Run 1, ports around the boundary:
(10 px per um) Pins as bars across the die edge, other pins in gray.
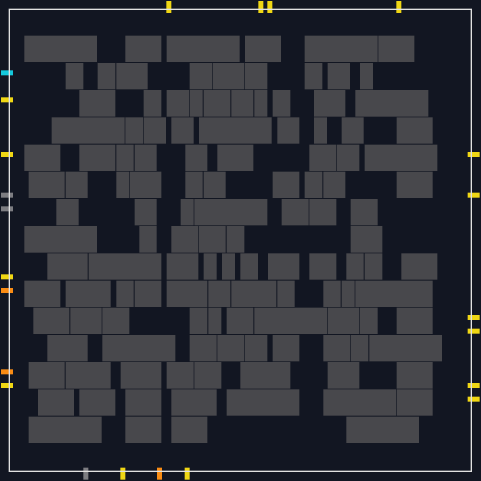
Run 1, placed standard cells:
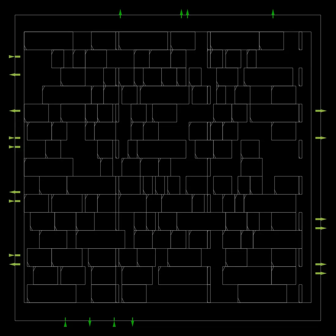
Run 1, the metal 2 layer:
(8 px per um) Cells faint in the background.
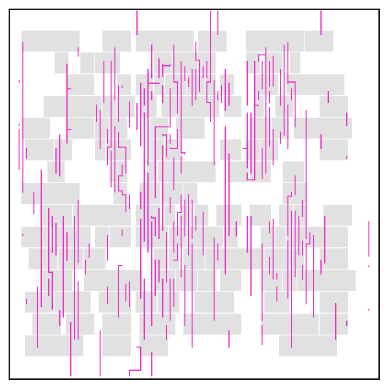
Run 1, routed metal, one color a layer:
(8 px per um) Two of the layers only.
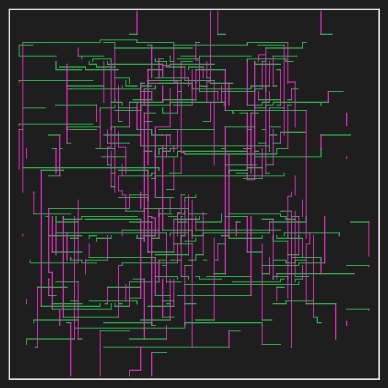
Design sat_accum, sky130hd; sources not shown.
==> qor.yml, run 1 <==
drc: 0
status: "finished clean"
critical-path-slowest-cell: "clkdlybuf4s50_1"
ys_sh_mux_pct: 0
synth_cell_type_count: 39
hpwlAfterDp_mm: 1.43
cap_violations: 0
whs_path_depth: 1
hold_path.class: "reg2reg"
num_rows: 15
power.share.clock_pct: 36.0
fp_util_pct: 49.5
seq_cell_power_w: 0.000295
crit_path_start_kind: "primary input"
crit_type: "in2reg"
p_leak_nw: 0.400
crit_family: "adder cells"
clk-insertion-delay-late_ns: 0.29
ios: 23
lay_top_count: "clkdlybuf4s50_1"
cts_buffer_depth: 2
p_sw_w: 0.000129
top_layer: "met4"
wl_met2_um: 885
synth_nets: 106
path_buffers: 2
drive_above_1_share_pct: 17.5
rsz0062_at_grt: "false"
dr_wl_met3_um: 62
ctsHoldBuffers: 0
ff2ff_setup_slack_ns: 0.25
first_global_vias: 747
yosys_area_um2: 873
chip_area_um2: 2120
yosys_most_used_dff: "dfxtp_1"
yosysWarnings: 0
slowest_delay_ns: 0.40
antenna_found_initial: 0
timing.fmax_ghz: 0.508
yosys.area.top_type: "dfxtp_1"
p_int_w: 0.000425
yosysCellCount: 95
ant_nets: 0
ys_seq_share_pct: 36.7
async_reset_ff_share_pct: 0
m1WireLength_um: 961
worst-r2r-cell-count: 7
cts.htree.levels: 1
cp.required_ns: 2.30
maxPowerGroup: "registers"
edf_count: 0
via_per_inst: 5.50
largest_register_ff_count: 16
drt_iter0_drc: 15
warnings: 26
slew_viol_final: 0
switching_share_pct: 23.3
ys_ff: 16
pwr-share-seq_pct: 53.3
critical_path_arrival_ns: 2.07
slew_headroom_pct: 67.0
cts_resized: 0
cp.depth: 8
powerDensity_nw_per_um2: 461
post_cts_buffers: 0
fin_nets: 138
adder_share_pct: 6.59
cts-buffers-inserted: 3
ir_drop_mv: 0.275
fin_worst_hold_slack_ns: 0.421
grt_pass1_wl_mm: 3.18
fin_crit_sh_pct: 89.4
ys_sh_xor_pct: 6.02
area_leaders: "dfxtp_1, xnor2_1, a21oi_1"
synth.avg_cell_area_um2: 9.19
finalSetupTns_ns: 0
dr.pass1.iters: 4
cts_tree: "yes"
ys_sh_aoi_pct: 22.9
path_max_fanout: 6
cp-end-kind: "flop"
final.min_clock_period_ns: 1.97
clock_power_w: 0.000200
place_congestion: 0.785
hold_viol: 0
combPwrFrac_pct: 10.6
layout_top_cells: "clkdlybuf4s50_1, dfxtp_1, a21oi_1, buf_4, a31oi_1"
grt_max_degree: 14
p_comb_w: 0.0000587
path_clk_slew_ns: 0.10
cts-root-buf: "clkbuf_4"
ys_top_logic_family: "simple AND/OR/NAND/NOR gates"
syn_inst: 95
synth_top_area_share_pct: 36.7
yosys.area_share.simple_pct: 23.8
syn2layout_area_growth_pct: 37.5
worst_pin_slew_ns: 0.495
syn-cell-area_um2: 873
worstPathCellList: "clkdlybuf4s50_1 -> ha_1 -> fa_1 -> a21oi_1 -> buf_4 -> nor2_1 -> and3_1 -> a311oi_1"
setup_violations: 0
antenna_cells: 0
gr-total-overflow: 0
cts_num_sinks: 16
## Picture notes: 'ports around the boundary'
- yellow: cnt (pins 16; direction output; edge 6 east, 4 west, 4 north, 2 south)
- orange: inc (pins 3; direction input; edge 2 west, 1 south)
- cyan: clk (pins 1; direction input; edge west)
- all pins by edge: 9 west, 6 east, 4 south, 4 north
Die Span X: 46.1 um
chip height: 46.1 um
Port Buf Inserts: 22

## Picture notes: 'placed standard cells'
fin util: 68.1%
fraction of area in registers: 26.7%
Core Box Area: 1760 um^2

## Picture notes: 'the metal 2 layer'
- main direction: vertical
- longest straight run: 18.7 um
- nets with wire on the layer: 118
- wire length on this layer: 885 um
- share of all routed wire: 46%
WL final: 1.94 mm
met2 Track Usage GR: 32.1%

## Picture notes: 'routed metal, one color a layer'
- green: M1 (wire length 962 um)
- magenta: M2 (wire length 885 um)
Total GRT Usage: 21.2%
Vias: 831
wire per inst: 12.8 um

==> run 1: layout make-up <==
cell class | instances | area, um^2
repair buffers | 30 | 280
inverters | 4 | 15.0
clock buffers | 4 | 36.3
well taps | 25 | 31.3
flip-flops and latches | 16 | 320
fillers | 162 | 563
multi-input cells | 72 | 518
==> run 1: per-layer routing <==
| metal | GRT usage, % | vias up |
|---|---|---|
| li1 | - | 425 |
| met1 | 28.1 | 381 |
| met2 | 32.1 | 21 |
| met3 | 4.71 | 4 |
| met4 | 10.6 | 0 |
| met5 | 0 | - |
==> run 1: synthesized netlist by cell type (3+ instances only) <==
| cell | number |
|---|---|
| o21ai_0 | 4 |
| xnor2_1 | 5 |
| nor3_1 | 5 |
| nand2_1 | 4 |
| o221a_2 | 3 |
| inv_1 | 4 |
| ha_1 | 3 |
| nand3_1 | 3 |
| dfxtp_1 | 16 |
| a31oi_1 | 6 |
| a21oi_1 | 8 |
| or3_1 | 4 |
==> run 1: cells by family after synthesis <==
family / count (synthesis)
xor gates and xnor gates: 6
adders and majority gates: 4
DFF: 16
buffers and inverters: 7
and+or+nand+nor: 33
AOI/OAI and AO/OA: 29
==> run 1: per-stage QoR <==
| stage | power, W | setup WS, ns | utilization (%) | instance area (um^2) | cells |
|---|---|---|---|---|---|
| 2_1_floorplan | 0.000329 | 0.123 | - | 873 | 95 |
| 3_3_place_gp | 0.000359 | -0.0381 | 66.0 | 1160 | 147 |
| 3_5_place_dp | 0.000360 | -0.0602 | 66.0 | 1160 | 147 |
| 4_1_cts | 0.000562 | 0.241 | 68.1 | 1200 | 151 |
| 5_1_grt | 0.000582 | 0.119 | 68.1 | 1200 | 151 |
| 6_report | 0.000554 | 0.233 | 68.1 | 1200 | 151 |
==> run 2: changes to the inputs <==
--- a/config.mk
+++ b/config.mk
@@ -8,6 +8,7 @@
 export CORE_UTILIZATION = 45
 export DETAILED_ROUTE_END_ITERATION = 10
 export PLACE_DENSITY_LB_ADDON = 0.05
+export SETUP_SLACK_MARGIN = 0.05
 export SLEW_MARGIN = 20
 export SYNTH_ARGS = -nofsm -noshare
 export SYNTH_HDL_FRONTEND = slang
Run 2, the metal 2 layer:
(8 px per um) Cells faint in the background.
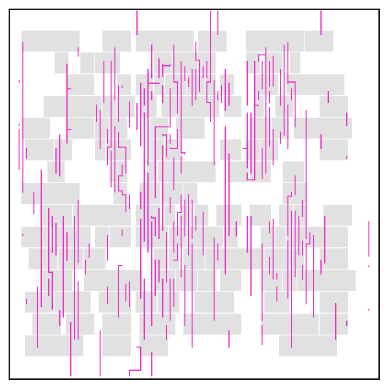
- main direction: vertical
- share of all routed wire: 46%
- nets with wire on the layer: 118
- wire length on this layer: 885 um

==> run 2 against run 1 <==
Non-clock buffer count stayed put. Routed wire length stayed put. Hold slack stayed put. Combinational power hardly changed. Core utilization stayed put. Area after synthesis stayed put. Cell count stayed put. Die size stayed put. First-iteration DRC count stayed put. Global-route usage stayed put. Largest power group unchanged.
==> qor.yml, run 2 <==
worst-r2r-cell-count: 7
place_congestion: 0.785
worst_pin_slew_ns: 0.495
edf_count: 0
critical_path_arrival_ns: 2.07
yosys_most_used_dff: "dfxtp_1"
cts_tree: "yes"
finalPower_w: 0.000554
crit_path_start_kind: "primary input"
final_core_util_pct: 68.1
ctsHoldBuffers: 0
ff2ff_setup_slack_ns: 0.25
cts-root-buf: "clkbuf_4"
wl_met2_um: 885
yosysWarnings: 0
antenna_cells: 0
hold_path.class: "reg2reg"
port_buffers: 22
layout_top_cells: "clkdlybuf4s50_1, dfxtp_1, a21oi_1, buf_4, a31oi_1"
drive_above_1_share_pct: 17.5
antenna_found_initial: 0
yosys_area_um2: 873
placed_area_um2: 1160
pre_cts_slack_ns: -0.0602
synth_top_area_share_pct: 36.7
path_max_fanout: 6
rsz0062_at_grt: "false"
slew_viol_final: 0
synth_nets: 106
dp.cells: 147
path_clk_slew_ns: 0.10
gr-usage-all-layers_pct: 21.2
fp_util_pct: 49.5
die_w_um: 46.1
cap_violations: 0
dr.pass1.iters: 4
cp-end-kind: "flop"
whs_path_depth: 1
async_reset_ff_share_pct: 0
cts_num_sinks: 16
cts_resized: 0
hold_viol: 0
synth.avg_cell_area_um2: 9.19
first_global_vias: 747
setup_violations: 0
hpwlAfterDp_mm: 1.43
clk-insertion-delay-late_ns: 0.29
synth.top_cells.by_count: "dfxtp_1, a21oi_1, a31oi_1"
ys_seq_share_pct: 36.7
design_area_um2: 1200
largest_register_ff_count: 16
gr-total-overflow: 0
ir_drop_mv: 0.275
routed_wl_mm: 1.94
via_per_inst: 5.50
worst_slack_ns: 0.233
grt_max_degree: 14
top_cell: "dfxtp_1"
grt_pass1_wl_mm: 3.18
synth_cell_type_count: 39
crit_type: "in2reg"
core_area_um2: 1760
yosysCellCount: 95
p_leak_nw: 0.400
drc: 0
lay_top_count: "clkdlybuf4s50_1"
status: "finished clean"
timing.fmax_ghz: 0.508
ios: 23
dr_wl_met3_um: 62
ys_ff: 16
fin_nets: 138
ff_latch_area_um2: 320
top_layer: "met4"
cts-buffers-inserted: 3
ant_nets: 0
final_cells: 151
fin_crit_sh_pct: 89.4
powerDensity_nw_per_um2: 461
cts_buffer_depth: 2
cts.htree.levels: 1
num_rows: 15
warnings: 26
chipHeight_um: 46.1
area_leaders: "dfxtp_1, xnor2_1, a21oi_1"
m1WireLength_um: 961
drt_iter0_drc: 15
final.min_clock_period_ns: 1.97
logic_area_um2: 518
post_cts_buffers: 0
wire_per_inst_um: 12.8
syn_inst: 95
syn2layout_area_growth_pct: 37.5
chip_area_um2: 2120
vias: 831
num-fill-cells: 162
slew_headroom_pct: 67.0
syn-cell-area_um2: 873
cp.required_ns: 2.30
yosys.area.top_type: "dfxtp_1"
[run 2: cell counts after synthesis]
No cell type changed its count.
[run 2: metal layers]
| metal | vias to the layer above | global-route usage, % |
|---|---|---|
| met5 | - | 0 |
| met3 | 4 | 4.71 |
| met1 | 381 | 28.1 |
| met2 | 21 | 32.1 |
| met4 | 0 | 10.6 |
| li1 | 425 | - |
[run 2: worst max-delay path: stages]
cell,delay [ns]
clkdlybuf4s50_1,0.40
ha_1,0.22
fa_1,0.38
a21oi_1,0.15
buf_4,0.15
nor2_1,0.10
and3_1,0.18
a311oi_1,0.25
[run 2: where the power goes]
part / internal (W) / switching [W]
clock: 0.000101 / 0.0000988
combinational: 0.0000314 / 0.0000274
sequential: 0.000292 / 0.00000301
[run 2: cells by family after synthesis]
family          Yosys count  share of synthesized area, %
simple gates             33                          23.8
buf+inv                   7                          4.01
flops                    16                          36.7
compound gates           29                          22.9
fa+ha+maj                 4                          6.59
xor+xnor                  6                          6.02
[run 2: layout make-up]
cell class,count,area share [%]
Clock buffer,4,3.02
Tap cell,25,2.60
Multi-Input combinational cell,72,43.1
Sequential cell,16,26.7
Inverter,4,1.25
Timing Repair Buffer,30,23.3
[run 2: metrics by stage]
stage,hold slack [ns],setup TNS (ns)
floorplan,0.313,0
global placement,0.388,-0.229
detailed placement,0.402,-0.486
CTS,0.418,0
global route,0.453,0
finish,0.421,0
Power is estimated from default activity; no workload was simulated.
